## config.mk

```make
export PLATFORM = sky130hd
export DESIGN_NAME = slave_out_port_flat
export DESIGN_NICKNAME = d
export VERILOG_FILES = /design/src/rtl/slave_out_port_pkg.sv /design/src/rtl/slave_out_port_if.sv /design/src/rtl/slave_out_port_piso_shift.sv /design/src/rtl/slave_out_port.sv /design/src/flat_wrapper.sv
export SDC_FILE = /design/constraint.sdc
export NUM_CORES = 1
export LEC_CHECK = 0
export ABC_AREA = 1
export CAP_MARGIN = 20
export CORE_MARGIN = 2
export CORE_UTILIZATION = 59
export DETAILED_ROUTE_END_ITERATION = 6
export PLACE_DENSITY = 0.84
export SLEW_MARGIN = 0
export SYNTH_ARGS = -nofsm -noshare
export SYNTH_HDL_FRONTEND = slang
export SYNTH_SLANG_ARGS = --single-unit
```

## constraint.sdc

```tcl
create_clock -name clk -period 2.5 [get_ports clk]
set_input_delay 0.25 -clock clk [delete_from_list [all_inputs] [get_ports clk]]
set_output_delay 0.25 -clock clk [all_outputs]
set_load 0.02 [all_outputs]
```

## src/rtl/slave_out_port_pkg.sv

```systemverilog
// Shared definitions for the slave output port and the master input stage:
// state encoding and default word/burst geometry.
package slave_out_port_pkg;

   localparam int unsigned DefaultWordSize  = 8;
   localparam int unsigned DefaultBurstSize = 12;

   typedef logic [1:0] state_t;

   localparam state_t StIdle      = 2'd0;
   localparam state_t StFetch     = 2'd1;
   localparam state_t StHandshake = 2'd2;
   localparam state_t StSend      = 2'd3;

   // Width of a counter that must hold values 0..n-1 (never narrower than one bit).
   function automatic int unsigned cnt_width(input int unsigned n);
      return (n < 2) ? 1 : $clog2(n);
   endfunction

endpackage

```

## src/rtl/slave_out_port_if.sv

```systemverilog
// Core-side and bus-side signals of the slave output port. The slave modport is the
// port block itself; the master modport is whatever drives it (core plus master stage).
interface slave_out_port_if
   import slave_out_port_pkg::*;
#(
   parameter int unsigned WORD_SIZE  = DefaultWordSize,
   parameter int unsigned BURST_SIZE = DefaultBurstSize
);

   logic                  start;
   logic [BURST_SIZE-1:0] burst_num;
   logic [WORD_SIZE-1:0]  din;
   logic                  din_valid;
   logic                  din_ready;
   logic                  master_ready;
   logic                  tx_data;
   logic                  slave_valid;
   logic                  busy;
   logic                  tx_done;

   modport slave (
      input  start,
      input  burst_num,
      input  din,
      input  din_valid,
      input  master_ready,
      output din_ready,
      output tx_data,
      output slave_valid,
      output busy,
      output tx_done
   );

   modport master (
      output start,
      output burst_num,
      output din,
      output din_valid,
      output master_ready,
      input  din_ready,
      input  tx_data,
      input  slave_valid,
      input  busy,
      input  tx_done
   );

endinterface

```

## src/rtl/slave_out_port_piso_shift.sv

```systemverilog
// Parallel-load, LSB-first shift register. serial_o is bit 0 of the register, so it
// is a flop output; clear_i empties the register so the serial line idles at 0.
module piso_shift #(
   parameter int unsigned WIDTH = 8
) (
   input  logic             clk_i,
   input  logic             rst_ni,
   input  logic             clear_i,
   input  logic             load_i,
   input  logic             shift_i,
   input  logic [WIDTH-1:0] data_i,
   output logic             serial_o
);

   logic [WIDTH-1:0] data_d, data_q;

   always_comb begin
      data_d = data_q;
      if (clear_i) begin
         data_d = '0;
      end else if (load_i) begin
         data_d = data_i;
      end else if (shift_i) begin
         data_d = data_q >> 1;
      end
   end

   always_ff @(posedge clk_i or negedge rst_ni) begin
      if (!rst_ni) begin
         data_q <= '0;
      end else begin
         data_q <= data_d;
      end
   end

   assign serial_o = data_q[0];

endmodule

```

## src/rtl/slave_out_port.sv

```systemverilog
// Slave output port: fetches words from the slave core, offers bit 0 with slave_valid,
// and after the master accepts streams the remaining bits LSB first, one per cycle.
module slave_out_port
   import slave_out_port_pkg::*;
#(
   parameter int unsigned WORD_SIZE  = DefaultWordSize,
   parameter int unsigned BURST_SIZE = DefaultBurstSize
) (
   input  logic            clk,
   input  logic            reset,
   slave_out_port_if.slave bus
);

   localparam int unsigned BitCntW = cnt_width(WORD_SIZE);
   localparam logic [BitCntW-1:0] LastBit = BitCntW'(WORD_SIZE - 1);

   state_t                state_d, state_q;
   logic [BURST_SIZE-1:0] burst_d, burst_q;
   logic [BURST_SIZE-1:0] word_cnt_d, word_cnt_q;
   logic [BitCntW-1:0]    bit_cnt_d, bit_cnt_q;
   logic                  din_ready_d, din_ready_q;
   logic                  slave_valid_d, slave_valid_q;
   logic                  busy_d, busy_q;
   logic                  tx_done_d, tx_done_q;

   logic sh_load, sh_shift, sh_clear;
   logic word_done;
   logic serial;

   always_comb begin
      state_d       = state_q;
      burst_d       = burst_q;
      word_cnt_d    = word_cnt_q;
      bit_cnt_d     = bit_cnt_q;
      din_ready_d   = din_ready_q;
      slave_valid_d = slave_valid_q;
      busy_d        = busy_q;
      tx_done_d     = 1'b0;
      sh_load       = 1'b0;
      sh_shift      = 1'b0;
      word_done     = 1'b0;

      case (state_q)
         StIdle: begin
            if (bus.start) begin
               burst_d     = bus.burst_num;
               word_cnt_d  = '0;
               state_d     = StFetch;
               din_ready_d = 1'b1;
               busy_d      = 1'b1;
            end
         end
         StFetch: begin
            if (bus.din_valid && din_ready_q) begin
               sh_load       = 1'b1;
               state_d       = StHandshake;
               din_ready_d   = 1'b0;
               slave_valid_d = 1'b1;
            end
         end
         StHandshake: begin
            if (bus.master_ready) begin
               sh_shift      = 1'b1;
               bit_cnt_d     = BitCntW'(1);
               slave_valid_d = 1'b0;
               state_d       = StSend;
               // A one-bit word has nothing left to send after the handshake.
               if (WORD_SIZE == 1) word_done = 1'b1;
            end
         end
         StSend: begin
            sh_shift  = 1'b1;
            bit_cnt_d = bit_cnt_q + BitCntW'(1);
            if (bit_cnt_q == LastBit) word_done = 1'b1;
         end
         default: begin
            state_d = StIdle;
         end
      endcase

      // Compare before increment so an all-ones burst_num never wraps word_cnt.
      if (word_done) begin
         if (word_cnt_q < burst_q) begin
            word_cnt_d  = word_cnt_q + BURST_SIZE'(1);
            state_d     = StFetch;
            din_ready_d = 1'b1;
         end else begin
            state_d   = StIdle;
            busy_d    = 1'b0;
            tx_done_d = 1'b1;
         end
      end
   end

   assign sh_clear = word_done;

   always_ff @(posedge clk or negedge reset) begin
      if (!reset) begin
         state_q       <= StIdle;
         burst_q       <= '0;
         word_cnt_q    <= '0;
         bit_cnt_q     <= '0;
         din_ready_q   <= 1'b0;
         slave_valid_q <= 1'b0;
         busy_q        <= 1'b0;
         tx_done_q     <= 1'b0;
      end else begin
         state_q       <= state_d;
         burst_q       <= burst_d;
         word_cnt_q    <= word_cnt_d;
         bit_cnt_q     <= bit_cnt_d;
         din_ready_q   <= din_ready_d;
         slave_valid_q <= slave_valid_d;
         busy_q        <= busy_d;
         tx_done_q     <= tx_done_d;
      end
   end

   piso_shift #(
      .WIDTH (WORD_SIZE)
   ) u_piso_shift (
      .clk_i    (clk),
      .rst_ni   (reset),
      .clear_i  (sh_clear),
      .load_i   (sh_load),
      .shift_i  (sh_shift),
      .data_i   (bus.din),
      .serial_o (serial)
   );

   assign bus.din_ready   = din_ready_q;
   assign bus.slave_valid = slave_valid_q;
   assign bus.busy        = busy_q;
   assign bus.tx_done     = tx_done_q;
   assign bus.tx_data     = serial;

endmodule

```

## src/flat_wrapper.sv

```systemverilog
// flat-port wrapper written by rule: the top's interface ports become plain ports
module slave_out_port_flat import slave_out_port_pkg::*;
#(
   parameter int unsigned WORD_SIZE  = DefaultWordSize,
   parameter int unsigned BURST_SIZE = DefaultBurstSize
)
  (clk, reset, bus_start, bus_burst_num, bus_din, bus_din_valid, bus_master_ready, bus_din_ready, bus_tx_data, bus_slave_valid, bus_busy, bus_tx_done);
  slave_out_port_if #(.WORD_SIZE(WORD_SIZE), .BURST_SIZE(BURST_SIZE)) bus_i ();
  input  logic clk;
  input  logic reset;
  input wire logic [$bits(bus_i.start)-1:0] bus_start;
  input wire logic [$bits(bus_i.burst_num)-1:0] bus_burst_num;
  input wire logic [$bits(bus_i.din)-1:0] bus_din;
  input wire logic [$bits(bus_i.din_valid)-1:0] bus_din_valid;
  input wire logic [$bits(bus_i.master_ready)-1:0] bus_master_ready;
  output wire logic [$bits(bus_i.din_ready)-1:0] bus_din_ready;
  output wire logic [$bits(bus_i.tx_data)-1:0] bus_tx_data;
  output wire logic [$bits(bus_i.slave_valid)-1:0] bus_slave_valid;
  output wire logic [$bits(bus_i.busy)-1:0] bus_busy;
  output wire logic [$bits(bus_i.tx_done)-1:0] bus_tx_done;
  assign bus_i.start = bus_start;
  assign bus_i.burst_num = bus_burst_num;
  assign bus_i.din = bus_din;
  assign bus_i.din_valid = bus_din_valid;
  assign bus_i.master_ready = bus_master_ready;
  assign bus_din_ready = bus_i.din_ready;
  assign bus_tx_data = bus_i.tx_data;
  assign bus_slave_valid = bus_i.slave_valid;
  assign bus_busy = bus_i.busy;
  assign bus_tx_done = bus_i.tx_done;
  slave_out_port #(.WORD_SIZE(WORD_SIZE), .BURST_SIZE(BURST_SIZE)) u_core (.clk(clk), .reset(reset), .bus(bus_i));
endmodule
```

Figure 1. Close-up of the layout.
Scale bar: 5 um. Region (24, 37) to (44, 57) um. Cells in grey, sequential cells in the stronger grey; small squares are vias.
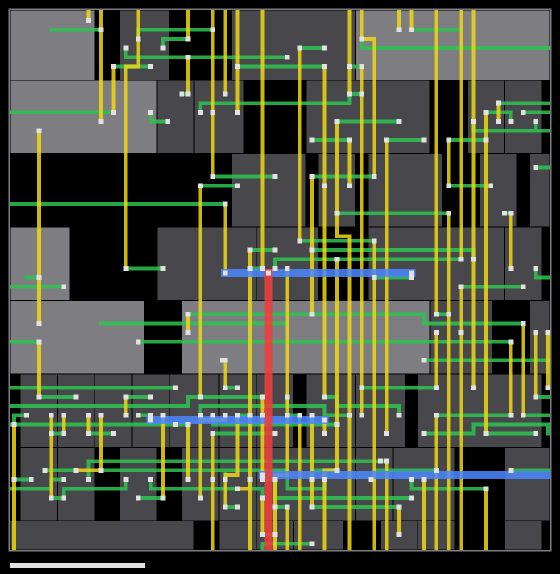
Key: yellow = met2; green = met1; blue = met3; red = met4
Most frequent: nand2_1 (12), inv_1 (4), dfrtp_1 (4). 38 logic cells have their middle in the window. Sequential cells in the window: 4. Netlist names of flops here include u_core.burst_q (2), u_core.word_cnt_q (2).

==> ci_impl_report.md <==
### Metrics collected by this job

| Metric | Value |
|---|---|
| Outcome | `finished, final reports clean` |
| Max cap viols | `0` |
| Buffers on Ports | `29` |
| Crit-path slowest cell | `dfrtp_1` |
| Reg power frac | `39.7%` |
| Initial antenna violation count | `0` |
| Clock Tree Buf Depth | `2` |
| Post-CTS sizing | `0` |
| Top pwr grp | `combinational cells` |
| Tool warnings | `30` |
| Crit. path cell count | `6` |
| Clk_lat worst skew | `0.30 ns` |
| Max VDD drop | `0.630 mV` |
| First-pass GRT wire length | `8090 um` |
| Register-to-register setup slack | `0.57 ns` |
| Chip area | `4570 um2` |
| Cell type with the largest total area | `dfrtp_1` |
| Vias per cell | `5.24` |
| Non-CTS inverters | `45` |
| Buffers, non-clock | `31` |
| R2r startpoint | `u_core.state_q[1]$_DFFE_PN0P_` |
| Area growth from synthesis to layout | `17.9%` |
| Leakage power | `1.44 nW` |
| Buffering overhead | `10.7%` |
| CTS buffer count | `5` |
| Setup Buffers After CTS | `0` |
| R2R Path End | `u_core.u_piso_shift.data_q[5]$_DFFE_PN0P_` |
| Combinational share of cell area | `41.4%` |
| Largest net degree at the start of global routing | `42` |
| Setup TNS | `0 ns` |
| DRT iter0 DRCs | `111` |
| Cell Type Count | `27` |
| RePlAce Congestion | `0.807` |
| CP Data Required Time | `2.72 ns` |
| Worst slew pin tran | `0.892 ns` |
| # fillers | `326` |
| PwrDens | `864 nW/um2` |
| Top Layout Cells | `89 x nand2_1, 43 x inv_1, 41 x dfrtp_1` |
| Worst Setup Start Kind | `flip-flop` |
| Dominant logic cell type in the layout | `nand2_1` |
| Top cells by area | `dfrtp_1 43%, nand2_1 14%, ha_1 10%` |
| Final WL | `4810 um` |
| CP Class | `reg2reg` |
| Clock buffer count | `5` |
| Seq share, synth | `43.0%` |
| Die width | `67.6 um` |
| Bufs and invs on worst path | `1` |
| CTS hold repair buffers | `0` |
| Gr usage total | `23.9%` |
| Sw frac | `39.7%` |
| Pwr Total | `2.43 mW` |
| Inserted Diodes | `0` |
| Mapped Area | `2390 um2` |
| Sw power | `0.965 mW` |
| Critical Path End | `u_core.u_piso_shift.data_q[5]$_DFFE_PN0P_` |
| Core Rows | `23` |
| Hold crit path type | `in2async` |
| Fin crit share | `77.2%` |
| Pre-CTS setup slack | `0.558 ns` |
| Slew headroom | `40.5%` |
| R2R depth | `6` |
| Crit-path max FO | `16` |
| Comb. pwr | `1.03 mW` |
| Area of the core | `3940 um2` |
| Vias in the first global route | `1925` |
| FP Util | `60.5%` |
| Cell area after layout | `2810 um2` |
| Min cycle time layout | `1.93 ns` |
| Top delay family on crit path | `simple AND/OR/NAND/NOR gates` |
| Largest cell class | `multi-input combinational cells` |
| Post-route DRC | `0` |
| CTS H-tree lvls | `2` |
| Critical path origin | `u_core.state_q[1]$_DFFE_PN0P_` |
| Routed vias | `2017` |
| Mapped Nets | `345` |
| CP arrival | `2.15 ns` |
| Top Ports | `30` |
| Area leader share | `43.0%` |
| Combinational share of power | `42.2%` |
| Worst hold margin | `0.0764 ns` |
| Chip Area, Yosys | `2390 um2` |
| Seq cells | `41` |
| Clk sinks | `41` |
| Final setup violation count | `0` |
| Routed WL per cell | `12.5 um` |
| Placed inst area | `2720 um2` |
| Syn_area_per_cell | `7.93 um2` |
| Clk slew on worst S/H paths | `0.09 ns` |
| Logic Gate Count | `210` |
| Int Power | `1.47 mW` |
| DR pass1 iterations | `4` |
| Worst setup EP type | `flip-flop` |
| Pins over their slew limit | `0` |
| GRT Residual Overflow | `0` |
| Synthesized instance count | `301` |
| Post-synth regs | `41` |
| Final hold viol count | `0` |
| Detail Route Antenna Nets | `0` |
| Final nets | `378` |
| CTS tree | `built` |
| Clk pwr share | `18.1%` |
| Clk tree area frac | `3.25%` |
| Layout cells sized above 1 | `7.46%` |
| Worst-path cell chain | `inv_1 > ha_1 > nand3_1 > nand3_2 > nand2_1 > o22ai_1` |
| Hpwl dp | `3520 um` |
| Unrepaired setup endpoints after global routing | `false` |
| Yosys Warn Count | `0` |
| Clock Power | `0.440 mW` |
| Yosys cell count | `301` |
| Crit path largest cell delay | `0.41 ns` |
| Die Height | `67.6 um` |
| Tap Count | `50` |
| Root Driver | `clkbuf_8` |
| Setup ws final | `0.569 ns` |
| Maximum operating frequency | `518 MHz` |
| Comb area | `1160 um2` |
| Clock Skews | `0.0103 ns` |
Figure 2. Register map, names as in the netlist.
Scale bar: 20 um. Other sequential cells in the stronger grey, the rest of the logic in the fainter grey.
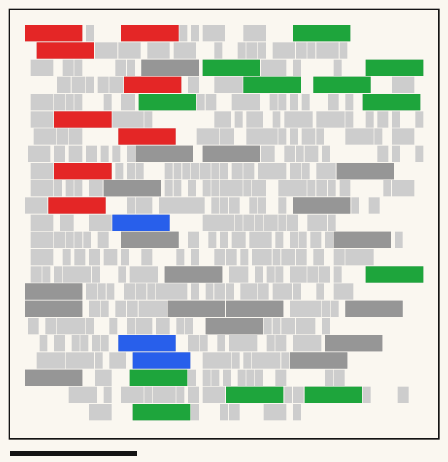
Key: red = u_core.u_piso_shift.data_q [placed flops 8, where upper left]; green = u_core.burst_q [placed flops 12]; blue = u_core.bit_cnt_q [placed flops 3]
Another 18 sequential cells are not coloured.
seq pwr: 0.964 mW
FF+latch area: 1030 um2
Seq/total area: 36.5%
final core occ: 71.3%

==> layer usage <==
layer / GRT usage (%) / vias up / part of all wire, % / wire [um]
li1: - / 1024 / - / -
met1: 28.2 / 940 / 44 / 2110
met2: 41.7 / 46 / 50 / 2400
met3: 5.50 / 7 / 4.8 / 231
met4: 9.44 / 0 / 1.3 / 63
met5: 0 / - / 0 / 0
==> cells in the mapped netlist <==
master,n
o21ai_0,26
nor3_1,2
clkbuf_1,3
buf_6,1
nand2_2,4
inv_2,1
o211ai_1,1
nand4_1,2
o21a_1,1
nand3_1,26
dfrtp_1,41
nor2_1,10
nor2_8,1
buf_2,1
clkinv_1,1
nor3_2,1
xor2_1,6
nor2_4,1
ha_1,19
a21oi_1,4
o22ai_1,9
o21bai_1,1
nand3_2,2
nand2_1,89
inv_1,43
nor2_2,4
xnor2_1,1
==> state kept, by name (all words and copies together), names as in the netlist <==
| name | count |
|---|---|
| u_core.word_cnt_q | 12 |
| u_core.bus.din_ready | 1 |
| u_core.bit_cnt_q | 3 |
| u_core.state_q | 2 |
| u_core.bus.tx_done | 1 |
| u_core.bus.busy | 1 |
| u_core.bus.slave_valid | 1 |
| u_core.burst_q | 12 |
| u_core.u_piso_shift.data_q | 8 |
==> cell families after synthesis <==
kind of cell,Yosys count,synth area share (%)
DFF,41,43.0
adders and majority gates,19,9.96
xor gates and xnor gates,7,2.57
buffers and inverters,50,8.23
AOI/OAI and AO/OA,42,9.60
and+or+nand+nor,142,26.6
==> through the flow <==
stage,instances,utilization (%)
2_1_floorplan,301,-
3_3_place_gp,377,69.0
3_5_place_dp,377,69.0
4_1_cts,385,71.3
5_1_grt,385,71.3
6_report,385,71.3
No activity file was given, so power comes from the tool's default toggle rates.
